==> images/clock_wires.png <==
Bar = 100 µm.
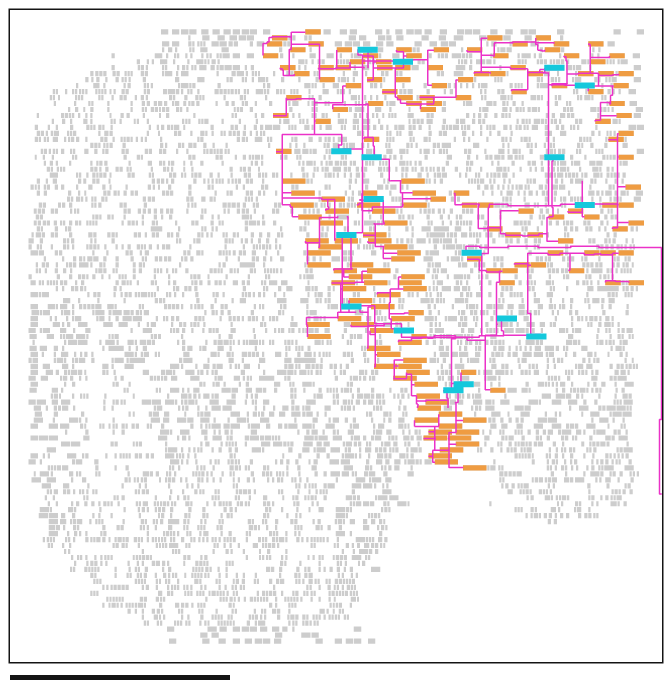
==> images/class_map.png <==
Fill, decap, tap and diode cells in grey.
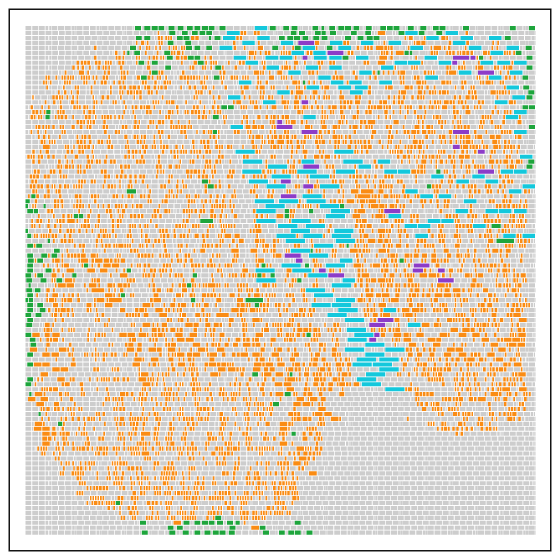
==> images/pinout.png <==
Pins as bars across the die edge, other pins in grey.
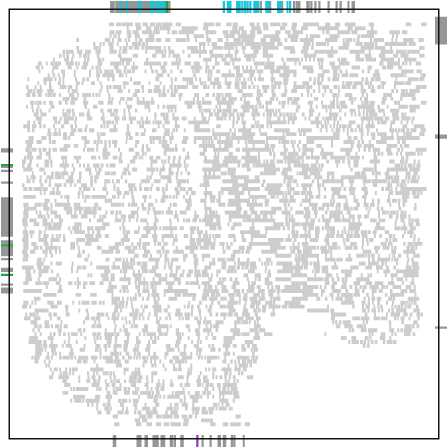
==> images/layers.png <==
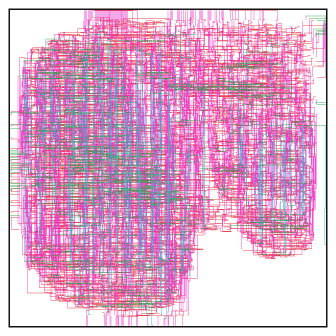
--- config.mk ---
export PLATFORM = sky130hd
export DESIGN_NAME = alu_muldiv
export DESIGN_NICKNAME = d
export VERILOG_FILES = /design/src/rtl/alu_pkg.sv /design/src/rtl/muldiv_unit.sv /design/src/rtl/alu_muldiv.sv
export SDC_FILE = /design/constraint.sdc
export NUM_CORES = 1
export LEC_CHECK = 0
export ABC_AREA = 1
export CAP_MARGIN = 40
export CORE_MARGIN = 8
export CORE_UTILIZATION = 35
export DETAILED_ROUTE_END_ITERATION = 10
export HOLD_SLACK_MARGIN = 0.03
export PLACE_DENSITY = 0.56
export RECOVER_POWER = 100
export SLEW_MARGIN = 10
export SYNTH_ARGS = -nofsm -noshare
export SYNTH_HDL_FRONTEND = slang
export SYNTH_SLANG_ARGS = --single-unit
--- constraint.sdc ---
create_clock -name clk -period 9.71 [get_ports clk]
set_input_delay 0.971 -clock clk [delete_from_list [all_inputs] [get_ports clk]]
set_output_delay 0.971 -clock clk [all_outputs]
set_load 0.01 [all_outputs]
--- src/rtl/alu_pkg.sv ---
// Shared types for the execute-stage ALU: op-class and per-class op encodings,
// plus the multiply/divide sequencer states.
package alu_pkg;

  typedef enum logic [1:0] {ARITH, LOGIC, SHIFT, MULDIV} alu_class_e;

  typedef enum logic [1:0] {OP_ADD,  OP_SUB,   OP_SLT, OP_SLTU} arith_op_e;
  typedef enum logic [1:0] {OP_AND,  OP_OR,    OP_XOR, OP_NOR } logic_op_e;
  typedef enum logic [1:0] {OP_SLL,  OP_SRL,   OP_SRA, OP_ROR } shift_op_e;
  typedef enum logic [1:0] {OP_MULT, OP_MULTU, OP_DIV, OP_DIVU} muldiv_op_e;

  typedef enum logic [1:0] {IDLE, RUN, FIX, DONE} muldiv_state_e;

endpackage

--- src/rtl/muldiv_unit.sv ---
// Iterative radix-2 multiply / restoring divide on operand magnitudes, with a
// sign-fix cycle and the architectural HI/LO registers.
module muldiv_unit
  import alu_pkg::*;
#(
  parameter int unsigned WIDTH = 32
) (
  input  logic             clk,
  input  logic             rst_n,
  input  logic [WIDTH-1:0] a,
  input  logic [WIDTH-1:0] b,
  input  muldiv_op_e       op,
  input  logic             start,
  output logic             busy,
  output logic             done,
  output logic [WIDTH-1:0] hi,
  output logic [WIDTH-1:0] lo
);

  localparam int unsigned CW = $clog2(WIDTH);
  localparam logic [CW-1:0] LAST = CW'(WIDTH - 1);

  muldiv_state_e state_q, state_d;

  logic             div_q, qneg_q, rneg_q;
  logic [WIDTH-1:0] opd_q, acc_hi_q, acc_lo_q;
  logic [CW-1:0]    cnt_q;

  logic             accept, is_signed, a_neg, b_neg;
  logic [WIDTH-1:0] mag_a, mag_b;
  logic [WIDTH:0]   mul_sum, div_shift, div_diff;
  logic [2*WIDTH-1:0] prod;
  logic [WIDTH-1:0] hi_fix, lo_fix;

  assign accept    = start && (state_q == IDLE || state_q == DONE);
  assign is_signed = (op == OP_MULT) || (op == OP_DIV);
  assign a_neg     = is_signed && a[WIDTH-1];
  assign b_neg     = is_signed && b[WIDTH-1];
  assign mag_a     = a_neg ? -a : a;
  assign mag_b     = b_neg ? -b : b;

  assign mul_sum   = {1'b0, acc_hi_q} + {1'b0, opd_q};
  assign div_shift = {acc_hi_q, acc_lo_q[WIDTH-1]};
  assign div_diff  = div_shift - {1'b0, opd_q};

  assign busy = (state_q == RUN) || (state_q == FIX);
  assign done = (state_q == DONE);

  always_comb begin
    state_d = state_q;
    case (state_q)
      IDLE:    if (accept) state_d = RUN;
      RUN:     if (cnt_q == LAST) state_d = FIX;
      FIX:     state_d = DONE;
      DONE:    state_d = accept ? RUN : IDLE;
      default: state_d = IDLE;
    endcase
  end

  always_comb begin
    prod   = {acc_hi_q, acc_lo_q};
    hi_fix = acc_hi_q;
    lo_fix = acc_lo_q;
    if (div_q) begin
      if (rneg_q) hi_fix = -acc_hi_q;
      if (qneg_q) lo_fix = -acc_lo_q;
    end else if (qneg_q) begin
      {hi_fix, lo_fix} = -prod;
    end
  end

  always_ff @(posedge clk) begin
    if (!rst_n) begin
      state_q <= IDLE;
      hi      <= '0;
      lo      <= '0;
    end else begin
      state_q <= state_d;
      if (state_q == FIX) begin
        hi <= hi_fix;
        lo <= lo_fix;
      end
    end
  end

  // A zero divisor leaves quotient all-ones and remainder |a|; suppressing the
  // quotient sign fix then yields lo='1, hi=a for signed and unsigned alike.
  always_ff @(posedge clk) begin
    if (accept) begin
      div_q    <= op[1];
      qneg_q   <= (a_neg ^ b_neg) && !(op[1] && b == '0);
      rneg_q   <= a_neg;
      cnt_q    <= '0;
      acc_hi_q <= '0;
      acc_lo_q <= op[1] ? mag_a : mag_b;
      opd_q    <= op[1] ? mag_b : mag_a;
    end else if (state_q == RUN) begin
      cnt_q <= cnt_q + 1'b1;
      if (div_q) begin
        if (!div_diff[WIDTH]) begin
          acc_hi_q <= div_diff[WIDTH-1:0];
          acc_lo_q <= {acc_lo_q[WIDTH-2:0], 1'b1};
        end else begin
          acc_hi_q <= div_shift[WIDTH-1:0];
          acc_lo_q <= {acc_lo_q[WIDTH-2:0], 1'b0};
        end
      end else if (acc_lo_q[0]) begin
        {acc_hi_q, acc_lo_q} <= {mul_sum, acc_lo_q[WIDTH-1:1]};
      end else begin
        {acc_hi_q, acc_lo_q} <= {1'b0, acc_hi_q, acc_lo_q[WIDTH-1:1]};
      end
    end
  end

endmodule

--- src/rtl/alu_muldiv.sv ---
// Execute-stage ALU: single-cycle arithmetic/logic/shift classes with flags,
// and the iterative multiply/divide unit occupying class 3.
module alu_muldiv
  import alu_pkg::*;
#(
  parameter int unsigned WIDTH = 32,
  parameter int unsigned SHW   = $clog2(WIDTH)
) (
  input  logic             clk,
  input  logic             rst_n,
  input  logic [WIDTH-1:0] a,
  input  logic [WIDTH-1:0] b,
  input  logic [3:0]       s,
  input  logic             start,
  output logic [WIDTH-1:0] y,
  output logic             C,
  output logic             S,
  output logic             Z,
  output logic             O,
  output logic             busy,
  output logic             done,
  output logic [WIDTH-1:0] hi,
  output logic [WIDTH-1:0] lo
);

  alu_class_e         cls;
  logic [SHW-1:0]     shamt;
  logic [WIDTH:0]     sum, diff;
  logic [2*WIDTH-1:0] rot;
  logic               lt_s;

  assign cls   = alu_class_e'(s[3:2]);
  assign shamt = a[SHW-1:0];
  assign sum   = {1'b0, a} + {1'b0, b};
  assign diff  = {1'b0, a} - {1'b0, b};
  assign rot   = {b, b} >> shamt;
  assign lt_s  = (a[WIDTH-1] != b[WIDTH-1]) ? a[WIDTH-1] : diff[WIDTH-1];

  muldiv_unit #(.WIDTH(WIDTH)) u_muldiv (
    .clk   (clk),
    .rst_n (rst_n),
    .a     (a),
    .b     (b),
    .op    (muldiv_op_e'(s[1:0])),
    .start (start && cls == MULDIV),
    .busy  (busy),
    .done  (done),
    .hi    (hi),
    .lo    (lo)
  );

  always_comb begin
    y = '0;
    C = 1'b0;
    O = 1'b0;
    case (cls)
      ARITH: begin
        // diff[WIDTH] is the borrow of a-b; carry reads as its complement
        C = ~diff[WIDTH];
        case (arith_op_e'(s[1:0]))
          OP_ADD: begin
            y = sum[WIDTH-1:0];
            C = sum[WIDTH];
            O = (a[WIDTH-1] == b[WIDTH-1]) && (sum[WIDTH-1] != a[WIDTH-1]);
          end
          OP_SUB: begin
            y = diff[WIDTH-1:0];
            O = (a[WIDTH-1] != b[WIDTH-1]) && (diff[WIDTH-1] != a[WIDTH-1]);
          end
          OP_SLT:  y = {{(WIDTH-1){1'b0}}, lt_s};
          default: y = {{(WIDTH-1){1'b0}}, diff[WIDTH]};
        endcase
      end
      LOGIC: begin
        case (logic_op_e'(s[1:0]))
          OP_AND:  y = a & b;
          OP_OR:   y = a | b;
          OP_XOR:  y = a ^ b;
          default: y = ~(a | b);
        endcase
      end
      SHIFT: begin
        case (shift_op_e'(s[1:0]))
          OP_SLL:  y = b << shamt;
          OP_SRL:  y = b >> shamt;
          OP_SRA:  y = $signed(b) >>> shamt;
          default: y = rot[WIDTH-1:0];
        endcase
      end
      default: y = lo;
    endcase
  end

  assign S = y[WIDTH-1];
  assign Z = (y == '0);

endmodule
==> flow_summary_export.csv <==
group,metric,value,unit
setup_path,path_cells,"dlygate4sd3_1, nand2_1, inv_1, clkbuf_1, nand3_1, clkbuf_1, inv_1, buf_4, o211ai_1, nand2_1",
detailed_routing,first_pass_iters,6,
placed_design,dp_hpwl,118000,µm
run_status,status,"complete, but fails checks",
synthesis,ys_ff,170,
placed_design,numPortBuffers,172,
grt,grt_pass1_vias,32228,
cells_and_area,lay_top_count,"nand2_1",
clock_tree,cts_tree,"done",
sta,setup_tns,0,ps
setup_path,arrival,8430,ps
placed_design,pre_cts_ws,2940,ps
detailed_routing,drt-total-wl,147000,µm
setup_path,cp-start-kind,"input port",
synthesis,xor_share,0.0450,
synthesis,top_cells_by_area,"nand2_1 20%, nand3_1 12%, ha_1 8.2%",
placed_design,placed_area,30000,µm²
synthesis,top_area_frac,0.201,
clock_tree,cts_buffers,17,
clock_tree,cts_root_buffer,"clkbuf_16",
sta,drv_slew,311,
clock_tree,post-cts-setup-buffer-count,0,
setup_path,worst_ep_required_time,9920,ps
synthesis,synthTopCellsByCount,"1476 x nand2_1, 635 x nand3_1, 599 x inv_1",
clock_tree,clock-sinks,170,
run,maxCapViolCount,7,
sta,holdWs,472,ps
clock_tree,cts_max_level,4,
grt,grt_max_degree,83,
detailed_routing,route.vias.total,34494,
setup_path,crit_path_end_kind,"register",
clock_tree,cts_resized,0,
hold_path,min_path_type,"register to register",
synthesis,synth_top_flop_cell,"dfxtp_1",
synthesis,syn_area_per_cell,5.55,µm²
synthesis,yosysMostFrequentCell,"nand2_1",
placed_design,place.gp.congestion,1.06,
synthesis,top_area_cell,"nand2_1",
synthesis,syn_area,27600,µm²
detailed_routing,drc,0,
run,warnings,104,
synthesis,simple_gate_share,0.421,
cells_and_area,layout_top_cells,"1478 x nand2_1, 636 x nand3_1, 598 x inv_1, 464 x nor2_1, 345 x a21oi_1",
synthesis,fa_ha_area_frac,0.0856,
sta,setup_viol,0,
setup_path,slowest_delay,2210,ps
synthesis,yosysChipArea,27600,µm²
die,initCoreUtil,0.351,
grt,grt_overflow_total,0,
sta,setup_ws,1480,ps
sta,max_freq,122,MHz
synthesis,aoi_share,0.173,
detailed_routing,drtAntennaViolNets,0,
setup_path,crit_slowest_cell,"clkbuf_1",
die,die_w,297,µm
sta,period_needed,8230,ps
setup_path,timing.critical_path.max_delay_family,"buffers and inverters",
run_status,violations,"max-capacitance violations, max-slew violations",
grt,grt_pass1_wl,214000,µm
synthesis,synth-edff-count,67,
cells_and_area,layoutNonFillerInstCount,6049,
synthesis,ys_types,57,
synthesis,synth_seq_share,0.148,
setup_path,crit_buf_inv,6,
clock_tree,cts_buffer_depth,2,
sta,fin_crit_sh,0.847,
clock_tree,clock_latency,480,ps
synthesis,synth.net_count,5233,
die,fp.dieH,297,µm
power,cellPowerDensity,207,nW/µm²
placed_design,placed_cells,6012,
synthesis,yosys_warnings,0,
detailed_routing,routed_via_density,5.70,
detailed_routing,drt_iter0_drc,3855,
synthesis,synthArstFlopShare,0,
sta,tightestPinTransition,3170,ps
grt,grt_antenna_before_repair,3,
clock_tree,cts.hold.buffers_added,0,
power,vdd_drop_max,0.000175,V
grt,track_usage,0.317,
sta,finClkSkew,21.3,ps
power,power.total,0.00633,W
die,die-area,88200,µm²
die,io_pins,173,
synthesis,synth_stat.cells,4976,
power,leakagePower,15.1,nW
synthesis,ys_sh_mux,0.00362,
-- clock_wires.png (at the start) --
Key: orange = flip-flops [count 170]; cyan = clock-net drivers [count 17]; magenta = clock wires [length 2620 µm]
There are 18 routed clock nets.

-- class_map.png (at the start) --
Key: cyan = registers [cells 170]; orange = remaining logic cells [cells 4569]; green = remaining buffers and delay cells [cells 225]; purple = clock drivers and dummy loads [cells 32]
final instance area: 30500 µm²
utilization after layout: 0.388
Core Area: 78600 µm²
row count: 103

-- pinout.png (at the start) --
Key: purple = `C` [pins 1, direction output, edge south]; green = `s` [pins 4, direction input, edge 3 west, 1 north]; cyan = `lo` [pins 32, direction output, edge north]

-- layers.png (at the start) --
Key: red = M1 [wire length 57.3 mm]; magenta = M2 [wire length 65.7 mm]; cyan = M4 [wire length 13000 µm]; green = M3 [wire length 10800 µm]

[cell type report]
type / instances / area (µm²)
diodes: 3 / 7.51
clock buffers: 17 / 425
clock inverters: 15 / 171
fillers: 9049 / 48100
inverters: 616 / 2310
multi-input cells: 3953 / 20100
flip-flops and latches: 170 / 4070
well taps: 1050 / 1310
repair buffers: 225 / 2110
[worst paths after layout]
check	slack [ps]	from	cells past startpoint	to
hold / removal	470	u_muldiv.cnt_q[4]	2	u_muldiv.cnt_q[4]
setup reg to reg	3600	u_muldiv.state_q[0]	8	u_muldiv.hi[2]
hold reg to reg	470	u_muldiv.cnt_q[4]	2	u_muldiv.cnt_q[4]
setup / recovery	1480	s[2]	10	u_muldiv.acc_lo_q[24]
[flip-flops by register name, indices dropped and copies added (netlist names)]
name               count
u_muldiv.acc_hi_q     32
u_muldiv.acc_lo_q     32
u_muldiv.cnt_q         5
u_muldiv.div_q         1
u_muldiv.hi           32
u_muldiv.lo           32
u_muldiv.opd_q        32
u_muldiv.qneg_q        1
u_muldiv.rneg_q        1
u_muldiv.state_q       2
[where the power goes]
part / switching [W] / leakage, nW / total [W] / internal (W)
combinational: 0.00281 / 13.4 / 0.00419 / 0.00139
clock: 0.000363 / 0.294 / 0.000713 / 0.000350
sequential: 0.000403 / 1.47 / 0.00142 / 0.00102
total: 0.00357 / 15.1 / 0.00633 / 0.00275
[routing by layer]
metal | routed length (µm) | share of wire | track usage | vias up
li1 | - | - | - | 16314
met1 | 57300 | 0.39 | 0.381 | 15973
met4 | 13000 | 0.089 | 0.238 | 0
met5 | 0 | 0 | 0 | -
met3 | 10800 | 0.074 | 0.0428 | 412
met2 | 65700 | 0.45 | 0.513 | 1795
[worst min-delay path, cell delays in order (launching register included)]
cell	delay, ps
dfxtp_1	320
nand2_1	60
a21oi_1	50
Power is estimated from default activity; no workload was simulated.
